===== src/rtl/amy_kpd_pkg.sv =====
// Shared keypad geometry, scan FSM state type and row-drive helper.
package amy_kpd_pkg;

    localparam int unsigned KPD_ROWS  = 5;
    localparam int unsigned KPD_COLS  = 5;
    localparam int unsigned KPD_KEYS  = 25;
    localparam int unsigned KPD_IDX_W = 5;

    typedef enum logic [1:0] {
        ST_IDLE,
        ST_DRIVE,
        ST_SAMPLE,
        ST_FRAME
    } kpd_state_e;

    // One-hot-low row drive pattern for the given row index.
    function automatic logic [KPD_ROWS-1:0] row_drive(input logic [2:0] idx);
        logic [KPD_ROWS-1:0] r;
        r      = '1;
        r[idx] = 1'b0;
        return r;
    endfunction

endpackage


===== src/rtl/kpd_prio_enc.sv =====
// Lowest-set-bit priority encoder over the 25-key map.
module kpd_prio_enc
    import amy_kpd_pkg::*;
(
    input  logic [KPD_KEYS-1:0]  mask,
    output logic                 found,
    output logic [KPD_IDX_W-1:0] idx
);

    // Scan upward so the first set bit found is the lowest index.
    always_comb begin
        found = 1'b0;
        idx   = '0;
        for (int unsigned i = 0; i < KPD_KEYS; i++) begin
            if (mask[i] && !found) begin
                found = 1'b1;
                idx   = KPD_IDX_W'(i);
            end
        end
    end

endmodule


===== src/rtl/keypad_scan_ctrl.sv =====
// 5x5 matrix keypad scanner: row strobing, column sampling, frame debounce
// and a single-entry press/release event slot with ready/valid handshake.
module keypad_scan_ctrl
    import amy_kpd_pkg::*;
#(
    parameter int unsigned SCAN_DIV   = 1000,
    parameter int unsigned DEB_FRAMES = 4
) (
    input  logic                 clk_in,
    input  logic                 rst_n,
    input  logic                 scan_en,
    output logic [KPD_ROWS-1:0]  row,
    input  logic [KPD_COLS-1:0]  col,
    output logic                 key_valid,
    input  logic                 key_ready,
    output logic [KPD_IDX_W-1:0] key_code,
    output logic                 key_rel,
    output logic [KPD_KEYS-1:0]  key_state
);

    localparam logic [15:0] DIV_LAST = 16'(SCAN_DIV - 2);
    localparam logic [3:0]  DEB_TH   = 4'(DEB_FRAMES);

    kpd_state_e            state;
    logic [KPD_COLS-1:0]   col_meta, col_sync;
    logic [2:0]            row_idx;
    logic [15:0]           div_cnt;
    logic [KPD_KEYS-1:0]   snapshot, prev_snap;
    logic [3:0]            deb_cnt, deb_next;
    logic [KPD_KEYS-1:0]   pend_press, pend_rel;
    logic [KPD_KEYS-1:0]   set_press, set_rel, clr_press, clr_rel;
    logic                  accept, slot_load;
    logic                  press_found, rel_found;
    logic [KPD_IDX_W-1:0]  press_idx, rel_idx;

    kpd_prio_enc u_press_enc (
        .mask  (pend_press),
        .found (press_found),
        .idx   (press_idx)
    );

    kpd_prio_enc u_rel_enc (
        .mask  (pend_rel),
        .found (rel_found),
        .idx   (rel_idx)
    );

    // Two-flop synchronizer for the asynchronous column inputs; idles high (no key).
    always_ff @(posedge clk_in or negedge rst_n) begin
        if (!rst_n) begin
            col_meta <= '1;
            col_sync <= '1;
        end else begin
            col_meta <= col;
            col_sync <= col_meta;
        end
    end

    // Debounce decision, pending-mask set/clear terms and event slot load enable.
    always_comb begin
        if (snapshot == prev_snap)
            deb_next = (deb_cnt == 4'hF) ? deb_cnt : deb_cnt + 4'd1;
        else
            deb_next = 4'd1;
        accept    = (state == ST_FRAME) && scan_en && (deb_next >= DEB_TH) && (snapshot != key_state);
        set_press = accept ? (snapshot & ~key_state) : '0;
        set_rel   = accept ? (~snapshot & key_state) : '0;
        slot_load = !key_valid || key_ready;
        clr_press = '0;
        clr_rel   = '0;
        if (slot_load) begin
            if (press_found)
                clr_press[press_idx] = 1'b1;
            else if (rel_found)
                clr_rel[rel_idx] = 1'b1;
        end
    end

    // Scan FSM: strobe each row, sample its columns, then close the frame.
    always_ff @(posedge clk_in or negedge rst_n) begin
        if (!rst_n) begin
            state     <= ST_IDLE;
            row       <= '1;
            row_idx   <= '0;
            div_cnt   <= '0;
            snapshot  <= '0;
            prev_snap <= '0;
            deb_cnt   <= '0;
        end else if (!scan_en) begin
            state     <= ST_IDLE;
            row       <= '1;
            row_idx   <= '0;
            div_cnt   <= '0;
            snapshot  <= '0;
            prev_snap <= '0;
            deb_cnt   <= '0;
        end else begin
            case (state)
                ST_IDLE: begin
                    state   <= ST_DRIVE;
                    row     <= row_drive(3'd0);
                    row_idx <= '0;
                    div_cnt <= '0;
                end
                ST_DRIVE: begin
                    if (div_cnt == DIV_LAST)
                        state <= ST_SAMPLE;
                    else
                        div_cnt <= div_cnt + 16'd1;
                end
                ST_SAMPLE: begin
                    for (int unsigned r = 0; r < KPD_ROWS; r++) begin
                        if (row_idx == 3'(r))
                            snapshot[r*KPD_COLS +: KPD_COLS] <= ~col_sync;
                    end
                    div_cnt <= '0;
                    if (row_idx == 3'(KPD_ROWS - 1)) begin
                        state   <= ST_FRAME;
                        row     <= '1;
                        row_idx <= '0;
                    end else begin
                        state   <= ST_DRIVE;
                        row_idx <= row_idx + 3'd1;
                        row     <= row_drive(row_idx + 3'd1);
                    end
                end
                ST_FRAME: begin
                    deb_cnt <= deb_next;
                    if (snapshot != prev_snap)
                        prev_snap <= snapshot;
                    state <= ST_DRIVE;
                    row   <= row_drive(3'd0);
                end
                default: begin
                    state <= ST_IDLE;
                    row   <= '1;
                end
            endcase
        end
    end

    // Debounced map, pending masks (set beats clear) and the output event slot.
    always_ff @(posedge clk_in or negedge rst_n) begin
        if (!rst_n) begin
            key_state  <= '0;
            pend_press <= '0;
            pend_rel   <= '0;
            key_valid  <= 1'b0;
            key_code   <= '0;
            key_rel    <= 1'b0;
        end else begin
            if (accept)
                key_state <= snapshot;
            pend_press <= (pend_press & ~clr_press) | set_press;
            pend_rel   <= (pend_rel & ~clr_rel) | set_rel;
            if (slot_load) begin
                if (press_found) begin
                    key_valid <= 1'b1;
                    key_code  <= press_idx;
                    key_rel   <= 1'b0;
                end else if (rel_found) begin
                    key_valid <= 1'b1;
                    key_code  <= rel_idx;
                    key_rel   <= 1'b1;
                end else begin
                    key_valid <= 1'b0;
                end
            end
        end
    end

endmodule

===== config.mk =====
export PLATFORM = sky130hd
export DESIGN_NAME = keypad_scan_ctrl
export DESIGN_NICKNAME = d
export VERILOG_FILES = /design/src/rtl/amy_kpd_pkg.sv /design/src/rtl/kpd_prio_enc.sv /design/src/rtl/keypad_scan_ctrl.sv
export SDC_FILE = /design/constraint.sdc
export NUM_CORES = 1
export LEC_CHECK = 0
export CORE_ASPECT_RATIO = 0.6
export CORE_MARGIN = 4
export CORE_UTILIZATION = 55
export DETAILED_ROUTE_END_ITERATION = 8
export PLACE_DENSITY = 0.77
export SLEW_MARGIN = 20
export SYNTH_ARGS = -nofsm -noshare
export SYNTH_HDL_FRONTEND = slang
export SYNTH_HIERARCHICAL = 1
export SYNTH_SLANG_ARGS = --single-unit

===== constraint.sdc =====
create_clock -name clk_in -period 3 [get_ports clk_in]
set_clock_uncertainty 0.1 [all_clocks]
set_input_delay 0.6 -clock clk_in [delete_from_list [all_inputs] [get_ports clk_in]]
set_output_delay 0.6 -clock clk_in [all_outputs]
set_load 0.05 [all_outputs]

==> flow_metrics.tcl, run 1 <==
# yosys + openroad results
set metrics [dict create \
    drtIter0Drc 786 \
    topRoutingLayerUsed "met5" \
    worstMarginPinSlew_ns 1.00 \
    design.seq.count 172 \
    p_total_mw 6.05 \
    comb_area_um2 4350 \
    io_pins 46 \
    switching_share 0.336 \
    p_leak_nw 5.36 \
    wl_met1_mm 12.0 \
    clk-power_mw 2.15 \
    startpoint "pend_rel[20]" \
    reg2reg_from "pend_rel[20]" \
    most-common-layout-cells "dfrtp_1 (157), nand2_1 (100), inv_1 (69), ha_1 (63), buf_4 (58)" \
    diodes 0 \
    drive_above_1_share 0.134 \
    drc 0 \
    cts_buffer_depth 2 \
    wl_met2_mm 9.52 \
    critPathCaptureType "flop" \
    routedWlPerCell_um 21.1 \
    num-fill-cells 1265 \
    finalInstanceArea_um2 10700 \
    h-tree-depth 4 \
    timing.final.crit_share 0.968 \
    logic_gate_count 587 \
    cts.sinks 172 \
    grt_max_degree 71 \
    fp_util 0.560 \
    topCellsByArea "dfrtp_1 (43%), ha_1 (8.7%), a22o_1 (4.8%), dfstp_2 (4.3%), nand2_1 (4.1%)" \
    synth-adder-area-share 0.0868 \
    p_seq_frac 0.423 \
    crit_path_start_kind "flop" \
    cp_cell_sequence "or4_1, a21oi_1, or2_2, a31oi_1, buf_4, nor3b_1, nand2_1, a22o_1" \
    finalHoldViolations 0 \
    crit_end "pend_rel[19]" \
    ys_cells 865 \
    syn_nets 937 \
    status "finished clean" \
    area_delta_synth_final_pct 18.2 \
    p_comb_mw 1.34 \
    most_common_cell "dfrtp_1" \
    busiest_layer "met1" \
    mux_area_frac 0.0275 \
    post-route-util 0.662 \
    critPathArrivalTime_ns 3.13 \
    synthCells 865 \
    yosys.stat.chipArea_um2 9080 \
    largest_class "combinational gates" \
    powerSeq_mw 2.56 \
    p_sw_mw 2.03 \
    nets 1027 \
    ys_ff 172 \
    synth.top_cell.area_share 0.432 \
    dpl.hpwl_mm 18.0 \
    syn_area_um2 9080 \
    top_area_cell "dfrtp_1" \
    fmax_ghz 0.344 \
    lay_top_count "dfrtp_1" \
    final.min_clock_period_ns 2.90 \
    reg2reg_to "pend_rel[19]" \
    root_buffer "clkbuf_16" \
    die_area_um2 18700 \
    top_power_group "registers" \
    synthTopLogicFamily "AND-OR/OR-AND gates" \
    place_area_um2 10200 \
    worst_slack_ns 0.0952 \
    slowest_stage "or4_1" \
    dr_wl_met3_mm 2.93 \
    antenna_found_initial 1 \
    async_reset_ff_frac 1.00 \
    warnings 59 \
    comb-cell-share 0.405 \
    hold_buffers 0 \
    slew_headroom 0.329 \
    netlist_top_cells_count "dfrtp_1 (157), nand2_1 (100), inv_1 (69)" \
    inv_count 69 \
    power_frac_comb 0.222 \
    p_per_area_nw_per_um2 564 \
    finalMaxSlewViolations 0 \
    path_buffers 1 \
    cts_tree "built" \
    cts_setup_buffers 0 \
    worst-setup-path-type "reg -> reg" \
    worst_path_largest_cell_delay_ns 0.64 \
    hp-class "in -> async" \
    flop_area_um2 4320 \
    xor_area_frac 0.0280 \
    edf_count 0 \
    grt-ovfl-total 0 \
    n_clock_buffer 18 \
    grt_pass1_vias 6952 \
    rows 36 \
    instances_no_fill 1177 \
    die_w_um 174 \
    pre_cts_slack_ns 0.117 \
    seq_share 0.403 \
    path_clk_slew_ns 0.07 \
    ys_sh_aoi 0.175 \
    setup_violations 0 \
    synth_seq_share 0.476 \
    synth-main-ff-cell "dfrtp_1" \
    die_h_um 108 \
    place_congestion 0.950 \
    simple_gate_share 0.159 \
    via_per_inst 6.18 \
    port-buffer-count 45 \
    tns_ns 0 \
    whs_ns 0.0881 \
    grt.total_usage 0.279 \
    core_region_area_um2 16200 \
    clock_latency_ns 0.44 \
    buffer_area_frac 0.0915 \
    reg2reg_slack_ns 0.1 \
    cts_resized 0 \
    buffers 108 \
    cap_viol_max_count 0 \
    ys_types 60 \
    first_pass_iters 5 \
    nWellTaps 209 \
    clock_power_share 0.355 \
    worst_ep_required_time_ns 3.23 \
    internal_power_mw 4.02 \
    grt_pass1_wl_mm 40.2 \
    synth_warnings 6 \
    cp.depth 8 \
    cpLargestDelayFamily "simple AND/OR/NAND/NOR gates" \
    ff2ff_path_depth 8 \
    cts_made_buffers 17 \
    final_antenna_net_count 0 \
    ir_drop_mv 0.341 \
    crit_fanout 5 \
    avgSynthCellArea_um2 10.5 \
    dp.cells 1144 \
]
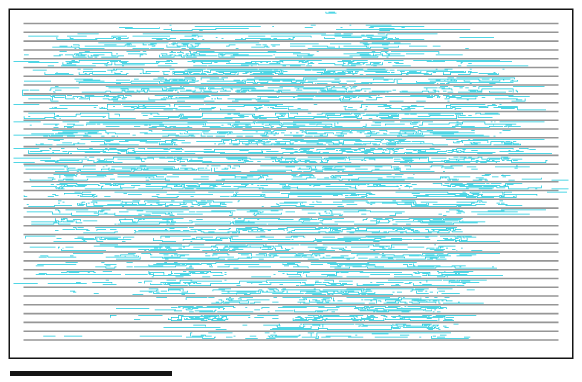
Figure 1: run 1, M1 wires.
Bar = 50 um. Supply wires on this layer in gray.
The wires run mostly horizontal. The layer carries 12000 um of wire.
met1 GRT Util: 0.447
final wirelength: 24.8 mm
vias: 7274

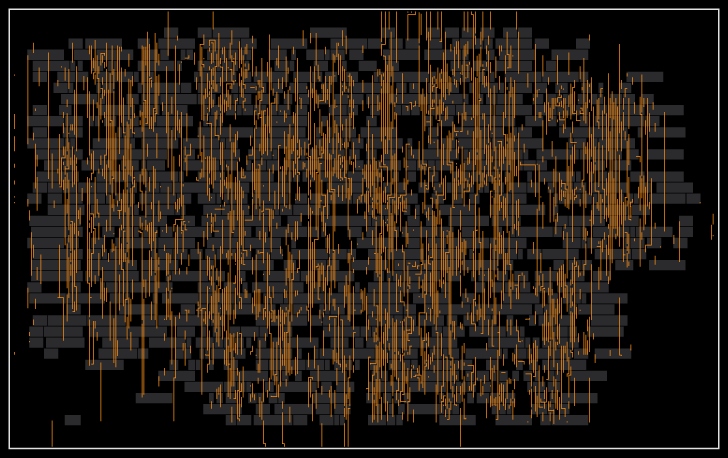
Figure 2: run 1, metal 2.
Cells faint in the background.
The wires run mostly vertical. The layer carries 9520 um of wire. The longest straight run is 42.2 um. The layer holds 38% of the routed length. 849 nets have wire on it.
GR Layer Usage met2: 0.349

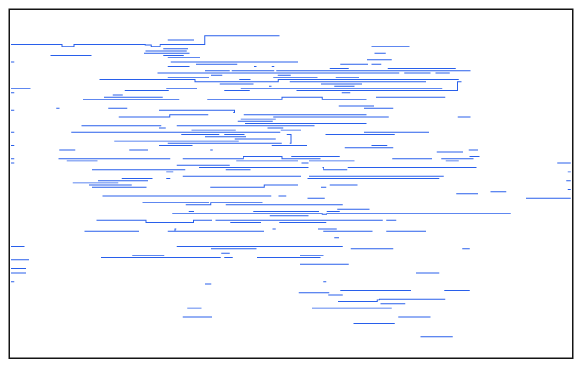
Figure 3: run 1, the metal 3 layer.
The longest straight run is 74.5 um. 153 nets have wire on it. The layer holds 12% of the routed length. The wires run mostly horizontal.
M3 GR Usage: 0.0986

==> inputs of run 2 (changes only) <==
--- a/config.mk
+++ b/config.mk
@@ -8,6 +8,7 @@
 export CORE_ASPECT_RATIO = 0.6
 export CORE_MARGIN = 4
 export CORE_UTILIZATION = 55
+export CTS_BUF_LIST = sky130_fd_sc_hd__clkbuf_16
 export DETAILED_ROUTE_END_ITERATION = 8
 export PLACE_DENSITY = 0.77
 export SLEW_MARGIN = 20
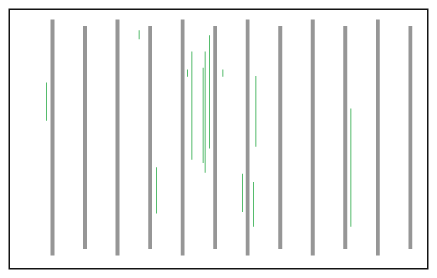
Figure 4: run 2, met4 routing.
Supply wires on this layer in gray.
The wires run mostly vertical. The layer holds 1.4% of the routed length. 9 nets have wire on it.

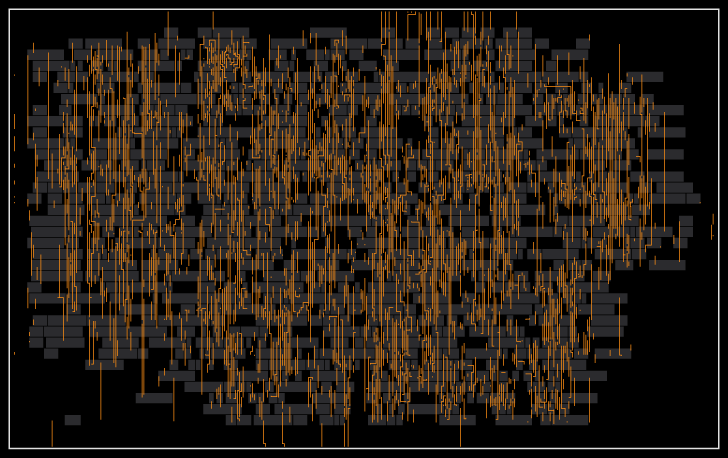
Figure 5: run 2, metal 2.
Cells faint in the background.
final wirelength: 24.9 mm
vias: 7333

==> flow_metrics.tcl, run 2 <==
# yosys + openroad results
set metrics [dict create \
    synthTopLogicFamily "AND-OR/OR-AND gates" \
    synth.top_cell.area_share 0.432 \
    syn_area_um2 9080 \
    clock_latency_ns 0.45 \
    p_total_mw 6.06 \
    cts_resized 0 \
    dp.cells 1144 \
    avgSynthCellArea_um2 10.5 \
    diodes 0 \
    whs_ns 0.0658 \
    largest_class "combinational gates" \
    reg2reg_slack_ns 0.12 \
    xor_area_frac 0.0280 \
    setup_violations 0 \
    cap_viol_max_count 0 \
    nets 1027 \
    comb_area_um2 4350 \
    port-buffer-count 45 \
    power_frac_comb 0.222 \
    io_pins 46 \
    most_common_cell "dfrtp_1" \
    finalInstanceArea_um2 10700 \
    cts.sinks 172 \
    hp-class "in -> async" \
    ys_types 60 \
    synth_seq_share 0.476 \
    hold_buffers 0 \
    p_seq_frac 0.423 \
    lay_top_count "dfrtp_1" \
    ff2ff_path_depth 8 \
    wl_met2_mm 9.54 \
    worst_path_largest_cell_delay_ns 0.57 \
    drtIter0Drc 779 \
    tns_ns 0 \
    place_congestion 0.950 \
    design.seq.count 172 \
    syn_nets 937 \
    busiest_layer "met1" \
    timing.final.crit_share 0.961 \
    inv_count 69 \
    cpLargestDelayFamily "simple AND/OR/NAND/NOR gates" \
    crit_path_start_kind "flop" \
    rows 36 \
    pre_cts_slack_ns 0.117 \
    synth_warnings 6 \
    final.min_clock_period_ns 2.88 \
    grt_use_met3 0.0986 \
    cts_made_buffers 17 \
    ys_sh_aoi 0.175 \
    die_area_um2 18700 \
    mux_area_frac 0.0275 \
    clk-power_mw 2.15 \
    p_leak_nw 5.36 \
    status "finished clean" \
    synth-adder-area-share 0.0868 \
    critPathArrivalTime_ns 3.12 \
    routedWlPerCell_um 21.2 \
    core_region_area_um2 16200 \
    area_delta_synth_final_pct 18.2 \
    seq_share 0.403 \
    ys_ff 172 \
    root_buffer "clkbuf_16" \
    grt-ovfl-total 0 \
    grt_pass1_wl_mm 40.2 \
    top_area_cell "dfrtp_1" \
    path_clk_slew_ns 0.07 \
    grt_pass1_vias 6952 \
    cts_buffer_depth 2 \
    first_pass_iters 5 \
    drc 0 \
    clock_power_share 0.355 \
    p_sw_mw 2.04 \
    worstMarginPinSlew_ns 0.986 \
    worst_slack_ns 0.118 \
    switching_share 0.337 \
    most-common-layout-cells "dfrtp_1 (157), nand2_1 (100), inv_1 (70), ha_1 (63), buf_4 (58)" \
    grt.met1_usage 0.447 \
    logic_gate_count 587 \
    netlist_top_cells_count "dfrtp_1 (157), nand2_1 (100), inv_1 (69)" \
]
